**src/rtl/uart_pkg.sv**
```systemverilog
// Purpose: shared UART constants and the transmit pacing state encoding.
// Latency: n/a (declarations only).
// Backpressure: n/a.
// Contents: DATA_WIDTH default, frame bit counts, derived FRAME_CYCLES, tx_state_t.
package uart_pkg;

  localparam int DATA_WIDTH   = 8;
  localparam int START_BITS   = 1;
  localparam int STOP_BITS    = 1;
  localparam int IDLE_BITS    = 1;
  // One frame on tx_out: start + data + stop + one idle bit time.
  localparam int FRAME_CYCLES = START_BITS + DATA_WIDTH + STOP_BITS + IDLE_BITS;

  typedef enum logic {
    IDLE = 1'b0,
    GAP  = 1'b1
  } tx_state_t;

endpackage

```
**src/rtl/uart_sync_fifo.sv**
```systemverilog
// Purpose: single-clock circular-buffer FIFO with explicit occupancy counter.
// Latency: a pushed entry is visible on rd_data the cycle after the push edge.
// Backpressure: pushes while full and pops while empty are ignored.
// Ports: clk, rst_n (sync, active-low); wr_data/wr_en push side;
//        rd_en pop, rd_data head entry; level occupancy; full, empty flags.
module uart_sync_fifo #(
  parameter int DATA_WIDTH = uart_pkg::DATA_WIDTH,
  parameter int DEPTH      = 8,
  localparam int PW        = $clog2(DEPTH),
  localparam int LW        = $clog2(DEPTH + 1)
) (
  input  logic                  clk,
  input  logic                  rst_n,
  input  logic [DATA_WIDTH-1:0] wr_data,
  input  logic                  wr_en,
  input  logic                  rd_en,
  output logic [DATA_WIDTH-1:0] rd_data,
  output logic [LW-1:0]         level,
  output logic                  full,
  output logic                  empty
);

  logic [DATA_WIDTH-1:0] mem [DEPTH];
  logic [PW-1:0]         rd_ptr;
  logic [PW-1:0]         wr_ptr;
  logic                  push;
  logic                  pop;

  assign full    = (level == LW'(DEPTH));
  assign empty   = (level == '0);
  assign push    = wr_en && !full;
  assign pop     = rd_en && !empty;
  assign rd_data = mem[rd_ptr];

  // Storage is not reset; occupancy alone decides what is valid.
  always_ff @(posedge clk) begin
    if (push) begin
      mem[wr_ptr] <= wr_data;
    end
  end

  // Pointers are log2(DEPTH) wide, so they wrap modulo DEPTH for free.
  always_ff @(posedge clk) begin
    if (!rst_n) begin
      rd_ptr <= '0;
      wr_ptr <= '0;
      level  <= '0;
    end else begin
      if (push) begin
        wr_ptr <= wr_ptr + PW'(1);
      end
      if (pop) begin
        rd_ptr <= rd_ptr + PW'(1);
      end
      case ({push, pop})
        2'b10:   level <= level + LW'(1);
        2'b01:   level <= level - LW'(1);
        default: level <= level;
      endcase
    end
  end

endmodule

```
**src/rtl/uart_tx_feeder.sv**
```systemverilog
// Purpose: buffers host bytes and issues them to the transmitter one frame apart.
// Latency: byte written into an empty idle feeder pulses enable after the following edge.
// Backpressure: wr_ready drops while the FIFO is full or in reset; writes are never dropped.
// Ports: tx_clk, rst_n (sync, active-low); wr_data/wr_valid/wr_ready host side;
//        data_source/enable to transmitter (registered); level occupancy; busy activity flag.
module uart_tx_feeder
  import uart_pkg::*;
#(
  parameter int DATA_WIDTH   = uart_pkg::DATA_WIDTH,
  parameter int DEPTH        = 8,
  parameter int FRAME_CYCLES = uart_pkg::FRAME_CYCLES,
  localparam int LW          = $clog2(DEPTH + 1),
  localparam int GW          = $clog2(FRAME_CYCLES)
) (
  input  logic                  tx_clk,
  input  logic                  rst_n,
  input  logic [DATA_WIDTH-1:0] wr_data,
  input  logic                  wr_valid,
  output logic                  wr_ready,
  output logic [DATA_WIDTH-1:0] data_source,
  output logic                  enable,
  output logic [LW-1:0]         level,
  output logic                  busy
);

  tx_state_t             state;
  tx_state_t             state_nxt;
  logic [GW-1:0]         gap_cnt;
  logic [GW-1:0]         gap_nxt;
  logic                  enable_nxt;
  logic [DATA_WIDTH-1:0] data_nxt;
  logic                  pop;
  logic                  wr_en;
  logic [DATA_WIDTH-1:0] fifo_rd_data;
  logic                  fifo_full;
  logic                  fifo_empty;

  // wr_ready reflects occupancy before this edge's pop, so a full FIFO
  // refuses a write even on the edge that frees a slot.
  assign wr_ready = rst_n && !fifo_full;
  assign wr_en    = wr_valid && wr_ready;
  assign busy     = (state == GAP) || !fifo_empty;

  uart_sync_fifo #(
    .DATA_WIDTH (DATA_WIDTH),
    .DEPTH      (DEPTH)
  ) u_fifo (
    .clk     (tx_clk),
    .rst_n   (rst_n),
    .wr_data (wr_data),
    .wr_en   (wr_en),
    .rd_en   (pop),
    .rd_data (fifo_rd_data),
    .level   (level),
    .full    (fifo_full),
    .empty   (fifo_empty)
  );

  always_ff @(posedge tx_clk) begin
    if (!rst_n) begin
      state       <= IDLE;
      gap_cnt     <= '0;
      enable      <= 1'b0;
      data_source <= '0;
    end else begin
      state       <= state_nxt;
      gap_cnt     <= gap_nxt;
      enable      <= enable_nxt;
      data_source <= data_nxt;
    end
  end

  // Issue edge loads FRAME_CYCLES-1; leaving GAP when the count reads 1
  // makes the next issue edge land exactly FRAME_CYCLES edges later.
  always_comb begin
    state_nxt  = state;
    gap_nxt    = gap_cnt;
    enable_nxt = 1'b0;
    data_nxt   = data_source;
    pop        = 1'b0;
    case (state)
      IDLE: begin
        if (!fifo_empty) begin
          data_nxt   = fifo_rd_data;
          enable_nxt = 1'b1;
          pop        = 1'b1;
          gap_nxt    = GW'(FRAME_CYCLES - 1);
          state_nxt  = GAP;
        end
      end
      GAP: begin
        gap_nxt = gap_cnt - GW'(1);
        if (gap_cnt == GW'(1)) begin
          state_nxt = IDLE;
        end
      end
      default: state_nxt = IDLE;
    endcase
  end

endmodule
```
**config.mk**
```make
export PLATFORM = sky130hd
export DESIGN_NAME = uart_tx_feeder
export DESIGN_NICKNAME = d
export VERILOG_FILES = /design/src/rtl/uart_pkg.sv /design/src/rtl/uart_sync_fifo.sv /design/src/rtl/uart_tx_feeder.sv
export SDC_FILE = /design/constraint.sdc
export NUM_CORES = 1
export LEC_CHECK = 0
export ABC_AREA = 1
export CORE_MARGIN = 2
export CORE_UTILIZATION = 46
export CTS_CLUSTER_DIAMETER = 120
export DETAILED_ROUTE_END_ITERATION = 10
export GPL_ROUTABILITY_DRIVEN = 0
export PLACE_DENSITY = 0.64
export SYNTH_ARGS = -nofsm -noshare
export SYNTH_HDL_FRONTEND = slang
export SYNTH_SLANG_ARGS = --single-unit
```
**constraint.sdc**
```tcl
create_clock -name tx_clk -period 2.4 [get_ports tx_clk]
set_input_delay 0.48 -clock tx_clk [delete_from_list [all_inputs] [get_ports tx_clk]]
set_output_delay 0.48 -clock tx_clk [all_outputs]
set_load 0.005 [all_outputs]
```
Figure 1. Signal wires on met1.
Cells faint in the background.
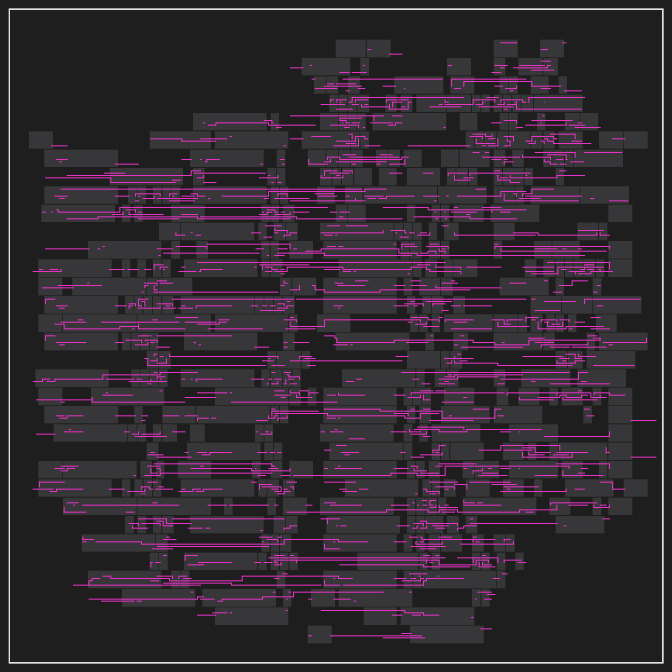
longest straight run = 44.6 microns
wire length on this layer = 3380 microns
share of all routed wire = 46%

Figure 2. Met2 routing.
The bar under the picture is 20 microns long.
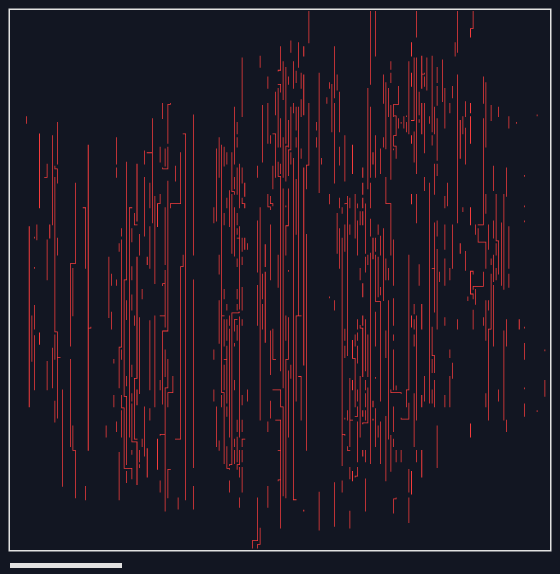
wire length on this layer = 3590 microns
main direction = vertical

Figure 3. M3 wires.
The bar under the picture is 20 microns long.
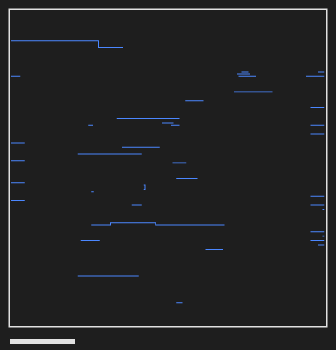
share of all routed wire = 3.6%
main direction = horizontal
longest straight run = 26.7 microns

Figure 4. Wire density map.
The bar under the picture is 20 microns long. 19 x 19 tiles, from dark purple (low) to yellow (high), scaled to the fullest tile. Values are wire area over tile area, all layers added.
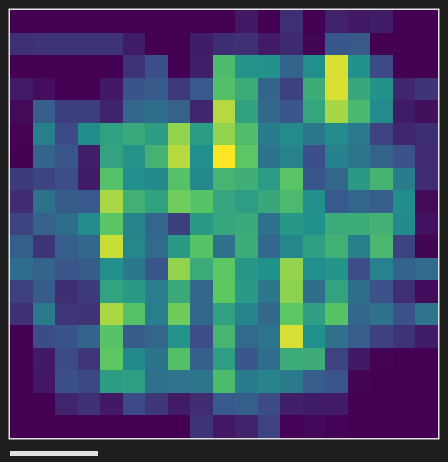
mean over tiles = 0.12
nearly empty tiles = 18%
densest ninth of the die = centre
fullest tile = 0.38

-- worst paths after layout --
check	startpoint	end	slack, ns	depth (start not counted)
worst max-delay path	u_fifo.level[0]	busy	0.16	5
worst min-delay path	data_source[7]	data_source[7]	0.48	2
worst max register to register	u_fifo.level[0]	u_fifo.level[2]	0.47	13
worst min register to register	data_source[7]	data_source[7]	0.48	2
-- routing by layer --
metal  vias up  global-route usage
met5         -                   0
met3        10             0.03035
met2        53              0.2863
met4         0             0.06176
li1       1364                   -
met1      1211              0.2134
-- area by class of cell --
class,instances,area share
multi-input cells,225,0.2528
flip-flops and latches,88,0.5294
clock buffers,11,0.03832
clock inverters,5,0.007444
repair buffers,40,0.08271
inverters,71,0.06038
well taps,105,0.02895
==> tab_implementation.tex <==
% Yosys + OpenROAD metrics
\begin{tabular}{lr}
\hline
Metric & Value \\
\hline
\multicolumn{2}{l}{\textbf{Outcome}} \\
Status & finished clean \\
\multicolumn{2}{l}{\textbf{Power}} \\
Combinational Power & 1.65 mW \\
Net switching share of the total power & 0.3537 \\
Clock power share & 0.221 \\
\multicolumn{2}{l}{\textbf{Global routing}} \\
Maximum number of pins on one net before global-route repair & 35 \\
Total global-route track usage & 0.1676 \\
\multicolumn{2}{l}{\textbf{Finish}} \\
Multi-input gate area & 1147 sq um \\
Layout net count & 453 \\
Post-route standard cell area excluding fillers & 4538 sq um \\
Layout Cells excl Fill & 545 \\
\multicolumn{2}{l}{\textbf{STA}} \\
Worst-margin pin slew & 0.4990 ns \\
Final cycle utilization of the critical path & 0.9319 \\
Maximum operating frequency & 447.1 MHz \\
Worst hold-check slack & 0.4812 ns \\
Post-layout min period & 2.237 ns \\
Number of failing setup endpoints in the final timing report & 0 \\
Worst slew slack as a fraction of its limit & 0.6669 \\
\multicolumn{2}{l}{\textbf{Logic synthesis}} \\
Share of flip-flops with an asynchronous set or reset & 0 \\
Post-synthesis simple-gate area fraction & 0.2112 \\
Yosys chip area & 3964 sq um \\
Synth cell count leaders & nand2\_1 (102), inv\_1 (66), edfxtp\_1 (64) \\
Largest family of logic cells by area & simple AND/OR/NAND/NOR gates \\
Avg Synthesized Cell Area & 9.910 sq um \\
Number of flip-flops and latches in the synthesized netlist & 88 \\
\multicolumn{2}{l}{\textbf{Route}} \\
Highest metal layer used by the detailed router & met4 \\
Routed length on met1 & 3376 microns \\
Wire length on met2 & 3594 microns \\
Post-Route WL & 7345 microns \\
\multicolumn{2}{l}{\textbf{Die}} \\
Number of placement rows & 33 \\
Initial standard-cell utilization of the core & 0.4776 \\
Area inside the core boundary & 8299 sq um \\
\multicolumn{2}{l}{\textbf{Setup path}} \\
Crit-path cells & nor2\_2, nand3\_2, nor2\_1, inv\_1, clkdlybuf4s50\_1 \\
Type of element capturing the critical path & output pin \\
Category of the critical setup timing path & flop to output pin \\
Max stage delay on crit path & 0.44 ns \\
Endpoint required time on the critical path & 1.92 ns \\
\multicolumn{2}{l}{\textbf{Worst hold path}} \\
Hold/Removal Path Class & flop to flop \\
\multicolumn{2}{l}{\textbf{Clock tree}} \\
TritonCTS clock tree & built \\
\hline
\end{tabular}
Power and IR drop assume default switching activity.
